## config.mk

```make
export PLATFORM = sky130hd
export DESIGN_NAME = pair_mac_engine
export DESIGN_NICKNAME = d
export VERILOG_FILES = /design/src/rtl/pair_mac_pkg.sv /design/src/rtl/pair_mult.sv /design/src/rtl/pair_mac_engine.sv
export SDC_FILE = /design/constraint.sdc
export NUM_CORES = 2
export LEC_CHECK = 0
export CAP_MARGIN = 5
export CORE_ASPECT_RATIO = 0.75
export CORE_UTILIZATION = 60
export CTS_CLUSTER_DIAMETER = 200
export DETAILED_ROUTE_END_ITERATION = 8
export GPL_ROUTABILITY_DRIVEN = 0
export PLACE_DENSITY = 0.8
export SLEW_MARGIN = 5
export SYNTH_ARGS = -nofsm -noshare
export SYNTH_HDL_FRONTEND = slang
export SYNTH_HIERARCHICAL = 1
export SYNTH_SLANG_ARGS = --single-unit
```

## constraint.sdc

```tcl
create_clock -name clk -period 8 [get_ports clk]
set_input_delay 0.8 -clock clk [delete_from_list [all_inputs] [get_ports clk]]
set_output_delay 0.8 -clock clk [all_outputs]
set_load 0.05 [all_outputs]
```

## src/rtl/pair_mac_pkg.sv

```systemverilog
// Shared widths and FSM state type for the pair multiply-accumulate engine.
package pair_mac_pkg;

    localparam int SHORT_WIDTH    = 16;
    localparam int PRODUCT_WIDTH  = 32;
    localparam int PAIR_SUM_WIDTH = 33;

    typedef enum logic [1:0] {
        IDLE  = 2'd0,
        FETCH = 2'd1,
        DRAIN = 2'd2
    } state_t;

endpackage

```

## src/rtl/pair_mult.sv

```systemverilog
// One registered stage: two signed 16x16 products from a RAM word and their
// 33-bit sum, with a travelling valid bit.
module pair_mult
    import pair_mac_pkg::*;
#(
    parameter int DATA_WIDTH = 64
)
(
    input  logic                             clk,
    input  logic                             reset_n,
    input  logic                             in_valid,
    input  logic [DATA_WIDTH-1:0]            word,
    output logic                             out_valid,
    output logic signed [PAIR_SUM_WIDTH-1:0] pair_sum
);

    logic signed [PRODUCT_WIDTH-1:0]  prod [2];
    logic signed [PAIR_SUM_WIDTH-1:0] sum_next;

    // Product gi multiplies short 2*gi by short 2*gi+1.
    generate
        for (genvar gi = 0; gi < 2; gi++) begin : g_prod
            assign prod[gi] = $signed(word[gi*2*SHORT_WIDTH +: SHORT_WIDTH])
                            * $signed(word[gi*2*SHORT_WIDTH+SHORT_WIDTH +: SHORT_WIDTH]);
        end
    endgenerate

    assign sum_next = PAIR_SUM_WIDTH'(prod[0]) + PAIR_SUM_WIDTH'(prod[1]);

    always_ff @(posedge clk or negedge reset_n) begin
        if (!reset_n) begin
            out_valid <= 1'b0;
            pair_sum  <= '0;
        end else begin
            out_valid <= in_valid;
            if (in_valid) begin
                pair_sum <= sum_next;
            end
        end
    end

endmodule

```

## src/rtl/pair_mac_engine.sv

```systemverilog
// Streams a block of RAM words, multiplies short pairs within each word and
// accumulates a signed sum with a sticky overflow flag.
module pair_mac_engine
    import pair_mac_pkg::*;
#(
    parameter int DATA_WIDTH = 64,
    parameter int ADDR_WIDTH = 8,
    parameter int ACC_WIDTH  = 48
)
(
    input  logic                        clk,
    input  logic                        reset_n,
    input  logic                        start,
    input  logic [ADDR_WIDTH-1:0]       base_addr,
    input  logic [ADDR_WIDTH:0]         length,
    output logic [ADDR_WIDTH-1:0]       ram_addr,
    input  logic [DATA_WIDTH-1:0]       ram_q,
    output logic                        busy,
    output logic                        done,
    output logic signed [ACC_WIDTH-1:0] result,
    output logic                        overflow
);

    state_t                           state_reg, state_next;
    logic [ADDR_WIDTH-1:0]            addr_reg;
    logic [ADDR_WIDTH:0]              remaining_reg;
    logic                             q_valid_reg;
    logic                             done_reg;
    logic                             overflow_reg;
    logic signed [ACC_WIDTH-1:0]      result_reg;
    logic signed [ACC_WIDTH-1:0]      acc_add;
    logic signed [ACC_WIDTH-1:0]      acc_sum;
    logic                             acc_ovf;
    logic                             accept;
    logic                             mult_valid;
    logic signed [PAIR_SUM_WIDTH-1:0] pair_sum;

    assign accept = (state_reg == IDLE) && start;

    // A zero-length job goes straight to DRAIN, which then finishes at once
    // because no read is in flight.
    always_comb begin
        state_next = state_reg;
        case (state_reg)
            IDLE:    if (start) state_next = (length != '0) ? FETCH : DRAIN;
            FETCH:   if (remaining_reg == '0) state_next = DRAIN;
            DRAIN:   if (!q_valid_reg) state_next = IDLE;
            default: state_next = IDLE;
        endcase
    end

    always_ff @(posedge clk or negedge reset_n) begin
        if (!reset_n) begin
            state_reg <= IDLE;
        end else begin
            state_reg <= state_next;
        end
    end

    always_ff @(posedge clk or negedge reset_n) begin
        if (!reset_n) begin
            addr_reg      <= '0;
            remaining_reg <= '0;
        end else if (accept && (length != '0)) begin
            addr_reg      <= base_addr;
            remaining_reg <= length - (ADDR_WIDTH+1)'(1);
        end else if ((state_reg == FETCH) && (remaining_reg != '0)) begin
            addr_reg      <= addr_reg + ADDR_WIDTH'(1);
            remaining_reg <= remaining_reg - (ADDR_WIDTH+1)'(1);
        end
    end

    // Every FETCH cycle presents one address; its data arrives a cycle later.
    always_ff @(posedge clk or negedge reset_n) begin
        if (!reset_n) begin
            q_valid_reg <= 1'b0;
            done_reg    <= 1'b0;
        end else begin
            q_valid_reg <= (state_reg == FETCH);
            done_reg    <= (state_reg == DRAIN) && !q_valid_reg;
        end
    end

    pair_mult #(
        .DATA_WIDTH (DATA_WIDTH)
    ) u_pair_mult (
        .clk       (clk),
        .reset_n   (reset_n),
        .in_valid  (q_valid_reg),
        .word      (ram_q),
        .out_valid (mult_valid),
        .pair_sum  (pair_sum)
    );

    assign acc_add = ACC_WIDTH'(pair_sum);
    assign acc_sum = result_reg + acc_add;
    assign acc_ovf = (result_reg[ACC_WIDTH-1] == acc_add[ACC_WIDTH-1])
                  && (acc_sum[ACC_WIDTH-1] != result_reg[ACC_WIDTH-1]);

    always_ff @(posedge clk or negedge reset_n) begin
        if (!reset_n) begin
            result_reg   <= '0;
            overflow_reg <= 1'b0;
        end else if (accept) begin
            result_reg   <= '0;
            overflow_reg <= 1'b0;
        end else if (mult_valid) begin
            result_reg <= acc_sum;
            if (acc_ovf) begin
                overflow_reg <= 1'b1;
            end
        end
    end

    assign ram_addr = addr_reg;
    assign busy     = (state_reg != IDLE);
    assign done     = done_reg;
    assign result   = result_reg;
    assign overflow = overflow_reg;

endmodule

```

### Met4 routing

Bar = 50 um.
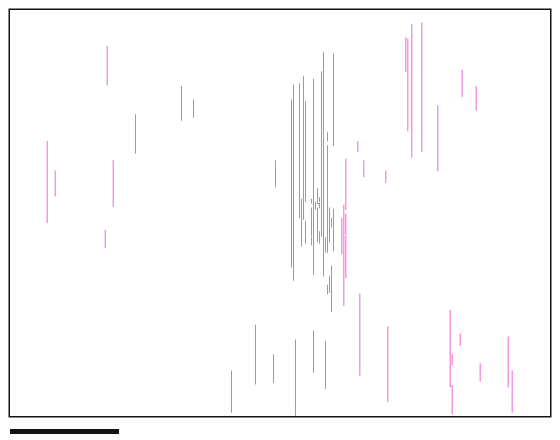
main direction: vertical
longest straight run: 103 um
wire length on this layer: 1700 um
nets with wire on the layer: 62
share of all routed wire: 2.3%

### Gate families picked out

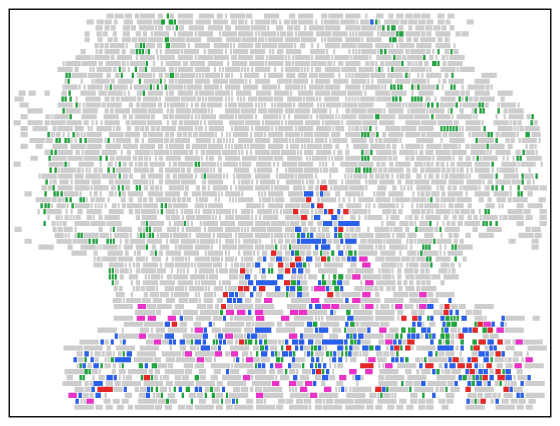
[nand cells] green | cells: 359 | where: all over the die
[non-inverting ao/oa cells] red | cells: 58
[aoi and oai cells] blue | cells: 230
[mux cells] magenta | cells: 59

### Routing congestion

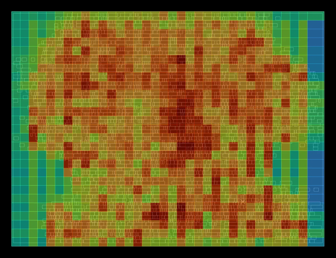
GR Util All Layers: 32.6%
gr busiest metal: met1
GR met1 Demand/Resource: 49.2%
fin util: 69.1%

### Register map, names as in the netlist

Bar = 50 um. Other sequential cells in the stronger gray, the rest of the logic in the fainter gray.
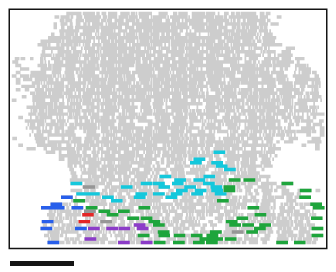
[remaining_reg] blue | sequential cells: 9 | where: bottom left
[state_reg] red | sequential cells: 2
[ram_addr] purple | sequential cells: 8
[u_pair_mult/pair_sum] cyan | sequential cells: 33 | where: bottom middle
[result] green | sequential cells: 48

### Metal layers overlaid

Two of the layers only.
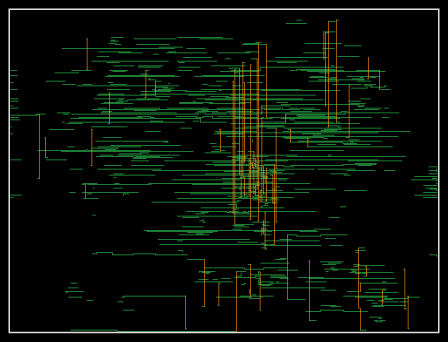
[M3] green | wire length: 8300 um
[M4] orange | wire length: 1700 um

==> run summary <==
flow finished, numbers: Yosys top cell by area fa_1, crit path max fanout 7, post-layout period usage between 90% and 100%, Post-route DRC 2, Slew @ Worst Pin a little under 0.9 ns, status finished with violations, Slew Limit Fails 0, top cell category combinational gates, Comb/total area between 70 and 80%, Seq share, synth around a tenth, clock buffer depth 2, mux share 2.31%, root buffer cell clkbuf_16, maximum clock rate roughly 0.13 GHz, Max-slew headroom a little over 40%, crit path to u_pair_mult/pair_sum[27]$_DFFE_PN0P_, failing checks design-rule violations, post-route design area 0.0309 mm^2, number of global-route vias before repair around 22000, port bufs ~140, diode count 1, Setup WS pre-CTS -0.403 ns, min Tclk post-route around 7.9 ns, Final Worst Setup Slack 0.0998 ns
worst max-delay path, stage by stage:
cell and delay, ns:
clkdlybuf4s50_1 0.65, nand2_1 0.13, fa_1 0.51, inv_1 0.05, fa_1 0.50, fa_1 0.52
inv_1 0.05, fa_1 0.54, inv_1 0.10, fa_1 0.53, fa_1 0.46, fa_1 0.51
inv_1 0.06, fa_1 0.51, inv_1 0.06, ha_1 0.30, buf_4 0.16, a221o_1 0.39
buf_4 0.18, nor3_2 0.14, a31oi_2 0.17, o41ai_4 0.40, xnor2_1 0.15, mux2_2 0.28
cells by family after synthesis:
family,count (synthesis)
compound gates,288
xor+xnor,102
fa+ha+maj,783
buf+inv,756
flops,104
mux,59
simple gates,816
synth_stat cells (7+ instances only):
| cell | instances |
|---|---|
| mux2i_1 | 32 |
| clkbuf_1 | 88 |
| nand2_1 | 297 |
| o211ai_1 | 13 |
| a31oi_1 | 15 |
| nor3b_1 | 7 |
| fa_1 | 585 |
| and3_1 | 11 |
| dfrtp_1 | 104 |
| mux2_2 | 26 |
| buf_1 | 8 |
| o21ai_0 | 46 |
| xor2_1 | 37 |
| nor3_1 | 21 |
| ha_1 | 198 |
| a21oi_1 | 88 |
| inv_1 | 645 |
| and2_1 | 268 |
| nand4_1 | 20 |
| xnor2_1 | 65 |
| buf_2 | 12 |
| nand3_1 | 21 |
| o21ai_1 | 13 |
| nand2b_1 | 15 |
| a21o_1 | 33 |
| nor2_1 | 122 |
| nor2b_1 | 10 |
